==> config.mk <==
export PLATFORM = sky130hd
export DESIGN_NAME = instr_fetch
export DESIGN_NICKNAME = d
export VERILOG_FILES = /design/src/rtl/cpu_pkg.sv /design/src/rtl/fetch_watchdog.sv /design/src/rtl/instr_fetch.sv
export SDC_FILE = /design/constraint.sdc
export NUM_CORES = 1
export LEC_CHECK = 0
export CAP_MARGIN = 25
export CORE_AREA = 2 2 89 91
export DETAILED_ROUTE_END_ITERATION = 8
export DIE_AREA = 0 0 91 93
export PLACE_DENSITY = 0.63
export SYNTH_ARGS = -nofsm -noshare
export SYNTH_HDL_FRONTEND = slang
export SYNTH_HIERARCHICAL = 1
export SYNTH_SLANG_ARGS = --single-unit
==> constraint.sdc <==
create_clock -name clk -period 1.8 [get_ports clk]
set_input_delay 0.36 -clock clk [delete_from_list [all_inputs] [get_ports clk]]
set_output_delay 0.36 -clock clk [all_outputs]
set_load 0.03 [all_outputs]
==> src/rtl/cpu_pkg.sv <==
// Shared definitions for the 16-bit multicycle CPU: word width, fetch FSM
// state encoding and the sequential PC increment.
package cpu_pkg;

  localparam int WORD_W = 16;

  typedef enum logic [1:0] {
    IDLE  = 2'd0,
    REQ   = 2'd1,
    VALID = 2'd2
  } fetch_state_t;

  localparam logic [15:0] PC_INCR = 16'd1;

endpackage

==> src/rtl/fetch_watchdog.sv <==
// Counts consecutive stalled REQ cycles; expired is asserted combinationally
// during the LIMIT-th stalled cycle so the fetch FSM can abandon the read.
module fetch_watchdog #(
  parameter int unsigned LIMIT = 255
) (
  input  logic clk,
  input  logic reset_n,
  input  logic clear,
  input  logic count_en,
  output logic expired
);

  localparam int CW = $clog2(LIMIT + 1);

  logic [CW-1:0] count_reg;

  always_ff @(posedge clk or negedge reset_n) begin
    if (!reset_n) begin
      count_reg <= '0;
    end else if (clear) begin
      count_reg <= '0;
    end else if (count_en) begin
      count_reg <= count_reg + 1'b1;
    end
  end

  assign expired = count_en && (count_reg == CW'(LIMIT - 1));

endmodule

==> src/rtl/instr_fetch.sv <==
// Instruction-fetch stage: reads memory at PC, latches IR, hands it to decode
// and drives the PC register. Optional fetch timeout under FETCH_TIMEOUT_EN.
module instr_fetch
  import cpu_pkg::*;
#(
  parameter int WORD_W                  = 16,
  parameter int unsigned TIMEOUT_CYCLES = 255
) (
  input  logic              clk,
  input  logic              reset_n,
  input  logic              fetch_en,
  input  logic [WORD_W-1:0] PC,
  output logic              readM,
  output logic [WORD_W-1:0] address,
  input  logic [WORD_W-1:0] mem_data,
  input  logic              input_ready,
  output logic [WORD_W-1:0] IR,
  output logic              ir_valid,
  input  logic              ir_ready,
  input  logic              redirect_valid,
  input  logic [WORD_W-1:0] redirect_target,
  output logic [WORD_W-1:0] next_PC,
  output logic              PCwrite,
  output logic              fetch_err
);

  fetch_state_t      state_reg, state_next;
  logic [WORD_W-1:0] ir_reg, ir_next;
  logic              pend_valid_reg, pend_valid_next;
  logic [WORD_W-1:0] pend_target_reg, pend_target_next;
  logic [WORD_W-1:0] pc_incr;
  logic              expired;
  logic              err_next;

  assign pc_incr = PC + WORD_W'(PC_INCR);

`ifdef FETCH_TIMEOUT_EN
  fetch_watchdog #(
    .LIMIT(TIMEOUT_CYCLES)
  ) u_watchdog (
    .clk      (clk),
    .reset_n  (reset_n),
    .clear    ((state_reg != REQ) || input_ready),
    .count_en ((state_reg == REQ) && !input_ready),
    .expired  (expired)
  );
`else
  logic timeout_unused;
  assign timeout_unused = (TIMEOUT_CYCLES != 0);
  assign expired        = 1'b0;
`endif

  always_ff @(posedge clk or negedge reset_n) begin
    if (!reset_n) begin
      state_reg       <= IDLE;
      ir_reg          <= '0;
      pend_valid_reg  <= 1'b0;
      pend_target_reg <= '0;
    end else begin
      state_reg       <= state_next;
      ir_reg          <= ir_next;
      pend_valid_reg  <= pend_valid_next;
      pend_target_reg <= pend_target_next;
    end
  end

  always_comb begin
    state_next       = state_reg;
    ir_next          = ir_reg;
    pend_valid_next  = pend_valid_reg;
    pend_target_next = pend_target_reg;
    PCwrite          = 1'b0;
    next_PC          = pc_incr;
    err_next         = 1'b0;

    unique case (state_reg)
      IDLE: begin
        if (redirect_valid) begin
          PCwrite = 1'b1;
          next_PC = redirect_target;
        end
        if (fetch_en) state_next = REQ;
      end

      REQ: begin
        if (input_ready) begin
          PCwrite = 1'b1;
          if (redirect_valid || pend_valid_reg) begin
            // Word was fetched from the stale path: drop it and refetch.
            next_PC         = redirect_valid ? redirect_target : pend_target_reg;
            pend_valid_next = 1'b0;
            state_next      = fetch_en ? REQ : IDLE;
          end else begin
            ir_next    = mem_data;
            state_next = VALID;
          end
        end else if (expired) begin
          err_next        = 1'b1;
          state_next      = IDLE;
          pend_valid_next = 1'b0;
          if (redirect_valid) begin
            PCwrite = 1'b1;
            next_PC = redirect_target;
          end else if (pend_valid_reg) begin
            PCwrite = 1'b1;
            next_PC = pend_target_reg;
          end
        end else if (redirect_valid) begin
          pend_valid_next  = 1'b1;
          pend_target_next = redirect_target;
        end
      end

      VALID: begin
        if (redirect_valid) begin
          PCwrite    = 1'b1;
          next_PC    = redirect_target;
          state_next = fetch_en ? REQ : IDLE;
        end else if (ir_ready) begin
          state_next = fetch_en ? REQ : IDLE;
        end
      end

      default: state_next = IDLE;
    endcase
  end

  assign readM     = (state_reg == REQ);
  assign ir_valid  = (state_reg == VALID);
  assign address   = PC;
  assign IR        = ir_reg;
  assign fetch_err = err_next;

endmodule

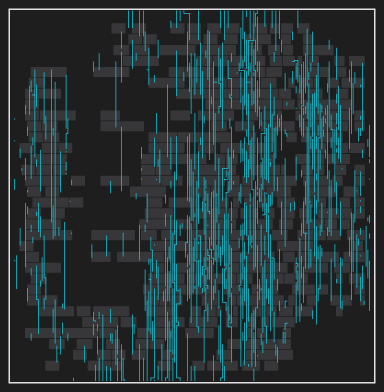
(images/layer_met2.png)
(4 px per um)
390 nets have wire on it. The wires run mostly vertical.

==> metrics.sh <==
RUN_STATUS='finished with violations'
VIOLATIONS_IN_THE_FINAL_REPORTS='setup timing'
SWITCHINGPOWER_mW=1.85
MUX_SHARE_PCT=16.8
DRT_WL_TOTAL_MM=7.27
TIMING.CRITICAL_PATH.ARRIVAL_NS=1.83
CLK_PIN_SLEW_WORST_PATHS_NS=0.08
SYNTHSIMPLEGATEAREAFRAC_PCT=15.9
YS_TOP_CELLS_BY_AREA='dfrtp_1 (40%), mux2_2 (16%), buf_4 (6.5%), xnor2_1 (4.0%), a21oi_1 (3.2%)'
FINAL_CORE_UTIL_PCT=57.5
COMB_POWER_mW=2.71
DETAILED_PLACE_HPWL_MM=5.35
GRT_REMAINING_OVERFLOW=0
POST_DP_CELL_AREA_UM2=3740
TOP_USAGE_LAYER='met2'
GR-USAGE-MET2_PCT=30.8
R2R-END='pend_target_reg[11]'
CTS-ROOT-BUF='clkbuf_8'
POWER_FRAC_COMB_PCT=55.6
DETAILROUTE.WIRELENGTH.MET2_MM=3.83
MAX-CAP-VIOLATIONS=0
HOLD_PATH_CLASS='input port to asynchronous set/reset pin'
DETAILROUTE.WIRELENGTH.MET3_UM=469
USE_MET1_PCT=19.4
LAYOUT_FILLER_CELL_COUNT=671
POST_ROUTE_MET1_WIRELENGTH_MM=2.85
FINAL_NET_COUNT=429
GRT_PASS1_WL_MM=11.4
VIAS=2293
NNONCLKINVERTERS=7
SYNTH-EDFF-COUNT=0
LAYOUT_CELL_SHARE_WITH_DRIVE_STRENGTH_BEYOND_1_PCT=54.7
WORST_SETUP_SLACK_FOR_REGISTER_TO_REGISTER_PATHS_NS=0.02
COMMONEST_REGISTER_CELL_AFTER_SYNTHESIS='dfrtp_1'
POWER.STATIC_LEAKAGE_nW=1.79
LAYOUT-AREA-OVERHEAD-VS-SYNTH_PCT=96.5
SYNTHCELLS=219
CRIT_CHAIN='and3b_2 -> nand4_1 -> and4b_1 -> or3_4 -> buf_6'
FINAL.PERIOD_UTILIZATION_PCT=122
GRT_PASS1_VIAS=2426
LAYOUT_TOP_CELLS='buf_4 (74), clkdlybuf4s50_1 (51), dfrtp_1 (34)'
COMB_AREA_SHARE_PCT=35.9
CP_TOP_FAMILY='simple AND/OR/NAND/NOR gates'
CRITPATHMAXSTAGEDELAY_NS=0.39
POWER_mW=4.88
YS_TOP_CELLS_BY_COUNT='dfrtp_1 (35), mux2_2 (31), buf_4 (19)'
TIMING_MAX_TRANSITION_VIOLATIONS_FINAL=0
YS_CHIP_AREA_UM2=2200
CP_SLOWEST_CELL='dfrtp_1'
DRT_ITER0_MARKERS=98
N_MULTI_INPUT_COMBINATIONAL_CELL=154
LARGEST_CLASS='non-clock buffers'
DESIGN.PORTCOUNT=106
POST_SYNTH_INSTANCE_AREA_UM2=2200
FINAL-NONCLK-BUF-SHARE_PCT=37.1
P_SEQ_SHARE_PCT=26.9
FP-UTILIZATION_PCT=29.3
DIE_W_UM=91
GRT_SETUP_UNREPAIRED='yes'
CLKPWRFRAC_PCT=17.5
POWERSEQ_mW=1.31
NUMBER_OF_ANTENNA_DIODES=0
VIAS_PER_CELL=4.81
SETUP-VIOLATIONS-FINAL=16
POST_ROUTE_ANT_NETS=0
CRIT_BUF_INV=1
TOP_LOGIC_KIND='multiplexers'
LAYOUT.CELLS.NON_FILLER=477
WIRE_PER_INST_UM=15.2
FIN_HOLD_WS_NS=0.101
FINALWORSTSETUPSLACK_NS=-0.393
PORT-BUFFER-COUNT=104
FF2FF_PATH_DEPTH=7
CLK_SHARE_PCT=3.15
SYN-NUM-NETS=274
SYNTH_ADDER_AREA_SHARE_PCT=0.568
GRT_ANTENNA_BEFORE_REPAIR=0
FLOORPLAN.DIE_AREA_UM2=8460
CP_NUM_CELLS=5
POSTSYNTH.ASYNCRESETSHARE_PCT=100
WARNINGS=29
CTSHOLDBUFFERS=0
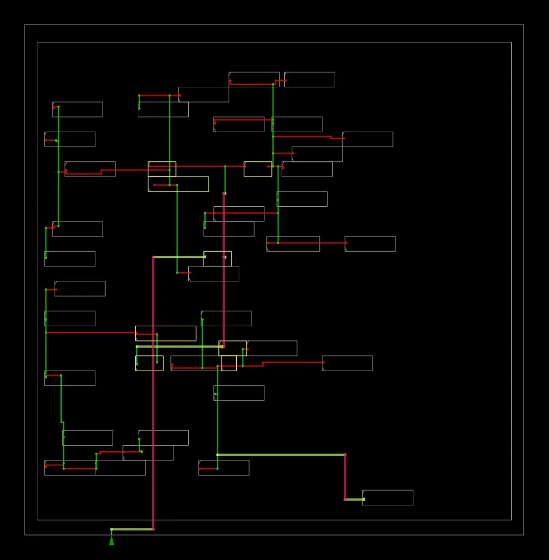
(images/clocks.png)
P_clk: 0.852 mW
clock buffers: 5
setup clock skew after layout: 0.00694 ns

Power and IR drop assume default switching activity.
